**Run 1: drive-strength map**

Scale: 4 px per um.
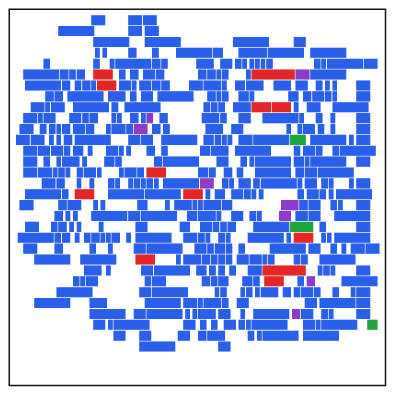
**Run 1: routed metal, one color a layer**

Scale: 4 px per um. Only two layers are drawn.
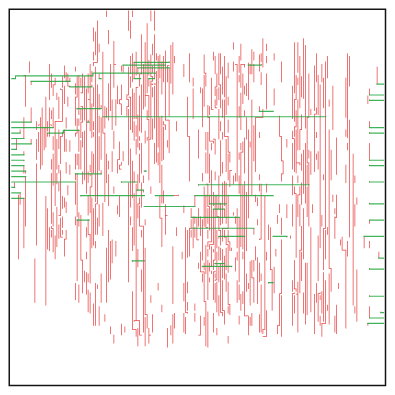
**Run 1: I/O pins on the die edge**

Scale: 4 px per um. Pins as bars across the die edge, other pins in gray.
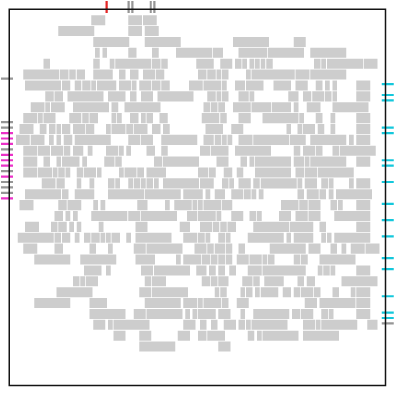
--- src/rtl/seq_mult.sv ---
// seq_mult -- iterative shift-add multiplier, N x N -> 2N product.
//
// One add per clock: operands are reduced to magnitudes on accept, the
// magnitude product is accumulated over N CALC steps, and the sign is
// applied in a single SIGN step.
//
// Ports:
//   clk          system clock, rising edge
//   resetn       asynchronous active-low reset
//   start        request a multiply (sampled only in IDLE)
//   signed_mode  1 = two's complement operands/product, 0 = unsigned
//   a, b         multiplicand / multiplier, sampled with start
//   busy         high while CALC or SIGN is in progress
//   done         one-cycle pulse, product valid from this cycle
//   product      2N-bit result, held until the next completion
//
// Optional build macro:
//   SEQ_MULT_EARLY_TERM_EN  leave CALC as soon as the shifted multiplier is
//                           zero (at least one CALC step is always taken).
module seq_mult #(
  parameter int N  = 8,
  parameter int CW = $clog2(N)
) (
  input  logic           clk,
  input  logic           resetn,
  input  logic           start,
  input  logic           signed_mode,
  input  logic [N-1:0]   a,
  input  logic [N-1:0]   b,
  output logic           busy,
  output logic           done,
  output logic [2*N-1:0] product
);

  typedef enum logic [1:0] {IDLE, CALC, SIGN} state_t;

  localparam logic [N-1:0]   OP_ONE  = {{(N-1){1'b0}}, 1'b1};
  localparam logic [2*N-1:0] ACC_ONE = {{(2*N-1){1'b0}}, 1'b1};

  state_t         state;
  logic [2*N-1:0] mcand;
  logic [2*N-1:0] acc;
  logic [N-1:0]   mplier;
  logic [CW-1:0]  count;
  logic           neg;

  logic [N-1:0]   absA;
  logic [N-1:0]   absB;
  logic           lastStep;

  // -2^(N-1) negates to itself, which is the right unsigned magnitude.
  assign absA = (signed_mode && a[N-1]) ? (~a + OP_ONE) : a;
  assign absB = (signed_mode && b[N-1]) ? (~b + OP_ONE) : b;

`ifdef SEQ_MULT_EARLY_TERM_EN
  // Stop once no multiplier bits remain after this step's shift.
  assign lastStep = (count == CW'(N-1)) || (mplier[N-1:1] == '0);
`else
  assign lastStep = (count == CW'(N-1));
`endif

  always_ff @(posedge clk or negedge resetn) begin
    if (!resetn) begin
      state   <= IDLE;
      mcand   <= '0;
      acc     <= '0;
      mplier  <= '0;
      count   <= '0;
      neg     <= 1'b0;
      busy    <= 1'b0;
      done    <= 1'b0;
      product <= '0;
    end else begin
      done <= 1'b0;
      case (state)
        IDLE: begin
          if (start) begin
            mcand  <= {{N{1'b0}}, absA};
            mplier <= absB;
            neg    <= signed_mode & (a[N-1] ^ b[N-1]);
            acc    <= '0;
            count  <= '0;
            busy   <= 1'b1;
            state  <= CALC;
          end
        end
        CALC: begin
          if (mplier[0]) acc <= acc + mcand;
          mcand  <= mcand << 1;
          mplier <= mplier >> 1;
          count  <= count + CW'(1);
          if (lastStep) state <= SIGN;
        end
        SIGN: begin
          // A zero magnitude stays zero after negation, so neg needs no guard.
          product <= neg ? (~acc + ACC_ONE) : acc;
          done    <= 1'b1;
          busy    <= 1'b0;
          state   <= IDLE;
        end
        default: state <= IDLE;
      endcase
    end
  end

endmodule

--- config.mk ---
export PLATFORM = sky130hd
export DESIGN_NAME = seq_mult
export DESIGN_NICKNAME = d
export VERILOG_FILES = /design/src/rtl/seq_mult.sv
export SDC_FILE = /design/constraint.sdc
export NUM_CORES = 1
export LEC_CHECK = 0
export CAP_MARGIN = 20
export CORE_UTILIZATION = 45
export DETAILED_ROUTE_END_ITERATION = 8
export GPL_TIMING_DRIVEN = 0
export PLACE_DENSITY = 0.72
export SKIP_CTS_REPAIR_TIMING = 1
export SLEW_MARGIN = 5
export SYNTH_ARGS = -nofsm -noshare
export SYNTH_HDL_FRONTEND = slang
export SYNTH_SLANG_ARGS = --single-unit
export TNS_END_PERCENT = 50
--- constraint.sdc ---
create_clock -name clk -period 3.1 [get_ports clk]
set_input_delay 0.465 -clock clk [delete_from_list [all_inputs] [get_ports clk]]
set_output_delay 0.465 -clock clk [all_outputs]
set_load 0.02 [all_outputs]
==> impl_metrics.json, run 1 <==
{
  "comb_share": 0.4541,
  "tightest_slew_ns": 0.7948,
  "crit_family": "AND-OR/OR-AND gates",
  "place_hpwl_um": 6431,
  "synth_nets": 453,
  "tool_warnings": 26,
  "chipArea_um2": 8773,
  "edf_count": 0,
  "cts.sinks": 64,
  "drc": 0,
  "drt_iter0_markers": 112,
  "timing_worst_setup_path_type": "reg -> reg",
  "cp-end-kind": "register",
  "overflow": 0,
  "grt_pass1_vias": 3195,
  "wl_per_cell_um": 15.19,
  "top_cell_area_share": 0.4236,
  "max_cap_violations": 0,
  "antenna_cells": 0,
  "num-nonclk-inverters": 19,
  "drive_gt1_frac": 0.04946,
  "grt_max_degree": 65,
  "rsz0062_at_grt": "false",
  "cts_buffers": 9,
  "viasPerCell": 5.672,
  "nFillCells": 750,
  "cts.path.max_buffers": 2,
  "synth.avg_cell_area_um2": 9.177,
  "worstPathRequired_ns": 3.38,
  "syn_inst": 412,
  "clock.latency.late_pin_ns": 0.34,
  "synth_top_cell_by_count": "dfrtp_1",
  "clk_share": 0.04761,
  "clock_skew_ns": 0.006960,
  "crit_arrival_ns": 2.99,
  "synth_cell_types": 50,
  "fin_crit_ns": 2.716,
  "reg2regPathDepth": 9,
  "r2r-start": "mcand[0]",
  "dr.pass1.iters": 4,
  "min_path_type": "in -> async",
  "final_cells": 570,
  "area_dominant_class": "logic gates",
  "max_slew_margin": 0.4702,
  "dp_cells": 554,
  "status": "finished, final reports clean",
  "startpoint": "mcand[0]",
  "r2r_slack_ns": 0.38,
  "flop-count": 64,
  "synth_area_um2": 3781,
  "clkSlewWorstSetupHoldPaths_ns": 0.07,
  "sh_seq_area": 0.3563,
  "critical_path.cell_chain": "ha_1, inv_1, fa_1, nand2b_1, a21oi_1, o31ai_1, o221ai_1, or4b_1, nand3_1",
  "synth_seq_share": 0.4236,
  "synth.area.top_cells": "dfrtp_1 (42%), ha_1 (6.6%), o21ai_0 (6.1%)",
  "reg2reg_to": "acc[10]",
  "place_ws_ns": 0.4164,
  "p_leak_nw": 1.928,
  "finalSetupViolations": 0,
  "grt_pass1_wl_um": 14500,
  "top_area_cell": "dfrtp_1",
  "slowest_stage": "o31ai_1",
  "hold_slack_ns": 0.2162,
  "gp_congestion": 0.9320,
  "cp-endpoint": "acc[10]",
  "antenna_found_initial": 0,
  "ys_cells": 412,
  "max_freq_mhz": 368.2,
  "logic_area_um2": 2041,
  "hold_viol": 0,
  "cts_tree": "done",
  "fin_setup_tns_ns": 0,
  "postSynth.asyncResetShare": 1.000,
  "slew_violations": 0,
  "powerDensity_nw_per_um2": 1078,
  "clockRootBuffer": "clkbuf_8",
  "bufAreaShareNonClock": 0.09688,
  "max_stage_delay_ns": 0.61
}
About 'drive-strength map':
- drive 1 or less: blue (cells 442; share 95%; most used dfrtp_1)
- drive 3 to 4: green (cells 3; share 0.65%)
- drive 2: purple (cells 8; share 1.7%)
- drive 6 and up: red (cells 12; share 2.6%; most used clkbuf_8)
Layout area overhead: 18.86%
Plain + repair buffers: 55

About 'routed metal, one color a layer':
- met2: red (wire length 4,330 um)
- met3: green (wire length 431 um)
DRT Wirelength: 8661 um
GRT Overall Usage: 0.2154
vias: 3,233

About 'I/O pins on the die edge':
- `busy`: red (pins 1; direction output; edge north)
- `b`: magenta (pins 8; direction input; edge west)
- `product`: cyan (pins 16; direction output; edge east)
- all pins by edge: 17 east, 16 west, 5 north
die width: 93.67 um
buffers added on ports: 37

run 1: cell usage in the layout (no fill, tap or decap), types with 18 or more instances in the layout:
cell,count
o21ai_0,46
dfrtp_1,64
inv_1,19
xor2_1,22
nand2_1,46
nor2_1,18
clkbuf_1,21
ha_1,20
clkdlybuf4s50_1,36
o22ai_1,24
a21oi_1,28
run 1: kinds of logic (layout without fill, tap and decap cells):
kind of cell / Yosys count / count (layout) / synth area share
adder cells (fa/ha/maj): 21 / 21 / 0.07148
multiplexers: 4 / 4 / 0.01059
flip-flops: 64 / 64 / 0.4236
XOR/XNOR: 35 / 35 / 0.08107
buffers and inverters: 37 / 90 / 0.03673
AND-OR/OR-AND: 150 / 150 / 0.2488
AND/OR/NAND/NOR: 101 / 101 / 0.1277
run 1: registers in the layout, summed over array words and instances, names as in the netlist:
| signal | count |
|---|---|
| mplier | 8 |
| product | 16 |
| acc | 16 |
| state | 2 |
| busy | 1 |
| count | 3 |
| mcand | 16 |
| done | 1 |
| neg | 1 |
run 1: where the power goes:
group	internal (mW)	total [mW]	switching (mW)	leakage (nW)
Clock	0.475	0.782	0.308	0.108
Combinational	1.12	2.50	1.37	1.01
Sequential	1.19	1.57	0.374	0.807
Total	2.79	4.85	2.06	1.93
run 1: routing by layer:
| metal | part of all wire | GRT usage |
|---|---|---|
| met3 | 0.050 | 0.04126 |
| met5 | 0 | 0 |
| met1 | 0.43 | 0.2506 |
| met2 | 0.50 | 0.3860 |
| met4 | 0.021 | 0.08974 |
run 1: per-stage QoR:
stage	area [um2]	utilization	total power, mW
after global placement	4283	0.5239	3.967
after detailed placement	4280	0.5236	4.067
after global routing	4494	0.5497	5.263
after floorplan	3781	-	3.374
after CTS	4494	0.5497	4.860
final	4494	0.5497	4.846
**Run 1: nets reached from selected ports**

Scale: 3 px per um.
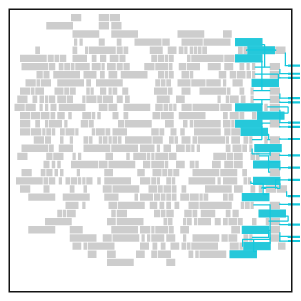

==> inputs of run 2 (changes only) <==
--- a/config.mk
+++ b/config.mk
@@ -6,10 +6,10 @@
 export NUM_CORES = 1
 export LEC_CHECK = 0
 export CAP_MARGIN = 20
-export CORE_UTILIZATION = 45
+export CORE_UTILIZATION = 57
 export DETAILED_ROUTE_END_ITERATION = 8
 export GPL_TIMING_DRIVEN = 0
-export PLACE_DENSITY = 0.72
+export PLACE_DENSITY = 0.87
 export SKIP_CTS_REPAIR_TIMING = 1
 export SLEW_MARGIN = 5
 export SYNTH_ARGS = -nofsm -noshare
**Run 2: nets reached from selected ports**

Scale: 3 px per um.
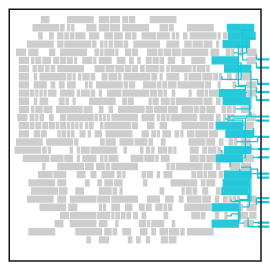
- `product`: cyan (direction output; end cells 16; buffers 16; wire 264 um)
IO Count: 38

==> run 2 against run 1 <==
Final cell count is 4.9% lower. Critical path type unchanged. Global-route usage up 5.6 points. Highest routed layer unchanged. Register-to-register slack worse by 0.02 ns. Clock-buffer cell count shrank 3. Utilization is 14 points higher. Hold slack worse by 0.031 ns. Sequential share of layout area increased by 0.69 points. First-iteration DRC count grew 150%. Power down 2.4%.
==> impl_metrics.json, run 2 <==
{
  "area_delta_synth_final_pct": 16.61,
  "min_path_type": "in -> async",
  "tightest_slew_ns": 0.8098,
  "max_stage_delay_ns": 0.60,
  "grtUsageTotal": 0.2713,
  "viasPerCell": 6.101,
  "final_cells": 542,
  "lay_top_cells": "dfrtp_1 (64), nand2_1 (46), o21ai_0 (46)",
  "synth_seq_share": 0.4236,
  "slowest_stage": "o31ai_1",
  "top_area_cell": "dfrtp_1",
  "grt_pass1_wl_um": 14880,
  "io_buffers": 37,
  "grt_pass1_vias": 3301,
  "status": "finished, final reports clean",
  "critical_path.cell_chain": "ha_1, inv_1, fa_1, nand2b_1, a21oi_1, o31ai_1, o221ai_1, or4b_1, nand3_1",
  "clockRootBuffer": "clkbuf_8",
  "synth.area.top_cells": "dfrtp_1 (42%), ha_1 (6.6%), o21ai_0 (6.1%)",
  "top_regs": "acc (16), mcand (16), product (16)",
  "r2r_slack_ns": 0.36,
  "chipArea_um2": 6963,
  "fin_crit_sh": 0.8833,
  "cts_tree": "done",
  "grt_max_degree": 65,
  "cts.sinks": 64,
  "overflow": 0,
  "gp_congestion": 0.9269,
  "max_freq_mhz": 365.2,
  "clkSlewWorstSetupHoldPaths_ns": 0.07,
  "ys_cells": 412,
  "clock.latency.late_pin_ns": 0.35,
  "fin_crit_ns": 2.738,
  "postSynth.asyncResetShare": 1.000,
  "cts.path.max_buffers": 2,
  "hold_viol": 0,
  "top_cell_area_share": 0.4236,
  "fin_setup_tns_ns": 0,
  "tool_warnings": 26,
  "cp-endpoint": "acc[10]",
  "synth.avg_cell_area_um2": 9.177,
  "r2r-start": "mcand[0]",
  "antenna_found_initial": 0,
  "drc": 0,
  "drive_gt1_frac": 0.05376,
  "power.total_mw": 4.729,
  "dp_cells": 526,
  "fp.dieW_um": 83.45,
  "powerDensity_nw_per_um2": 1072,
  "finalSetupViolations": 0,
  "startpoint": "mcand[0]",
  "routed_wirelength_um": 8779,
  "reg2reg_to": "acc[10]",
  "hold_slack_ns": 0.1849,
  "edf_count": 0,
  "synth_cell_types": 50,
  "slew_violations": 0,
  "crit_arrival_ns": 3.02,
  "worstPathRequired_ns": 3.39,
  "clock_skew_ns": 0.008982,
  "place_hpwl_um": 6491,
  "timing_worst_setup_path_type": "reg -> reg",
  "cp-end-kind": "register",
  "max_cap_violations": 0,
  "p_leak_nw": 1.906
}
run 2: cell counts after synthesis:
Identical to the previous run, type by type.
run 2: per-layer routing:
metal  GRT usage  up-vias  share of wire
li1            -     1599              -
met1      0.3242     1561           0.42
met2      0.4613      123           0.51
met3     0.07356       24          0.051
met4      0.1156        0          0.021
met5           0        -              0
run 2: power by group:
group	internal (mW)	switching (mW)	leakage, nW	total, mW
Sequential	1.19	0.378	0.807	1.57
Clock	0.285	0.331	0.0858	0.617
Combinational	1.13	1.41	1.01	2.54
Total	2.61	2.12	1.91	4.73
run 2: layout make-up:
class	count	area (um2)	area share
multi-input combinational	311	2041	0.4628
sequential	64	1602	0.3632
timing repair buffer	37	367.9	0.08343
clock buffer	10	127.6	0.02894
tap	77	96.34	0.02185
inverter	19	71.32	0.01617
buffer	18	67.56	0.01532
clock inverter	6	36.28	0.008229
run 2: per-stage QoR:
step	area [um2]	setup slack (ns)	util
2_1_floorplan	3781	0.8640	-
3_3_place_gp	4248	-0.4138	0.6652
3_5_place_dp	4245	0.3949	0.6648
4_1_cts	4409	0.3709	0.6904
5_1_grt	4409	0.2064	0.6904
6_report	4409	0.3616	0.6904
run 2: critical path, delay by kind of cell (launching register included):
family          cells  cell delay (ns)
flops               1             0.44
compound gates      3             0.99
fa+ha+maj           2             0.43
simple gates        3             0.75
buf+inv             1             0.07
run 2: logic make-up (layout without fill, tap and decap cells):
logic type      Yosys count  count (layout)  synth area share
flops                    64              64            0.4236
compound gates          150             150            0.2488
xor+xnor                 35              35           0.08107
fa+ha+maj                21              21           0.07148
buf+inv                  37              90           0.03673
mux                       4               4           0.01059
simple gates            101             101            0.1277
No activity file was given, so power comes from the tool's default toggle rates.
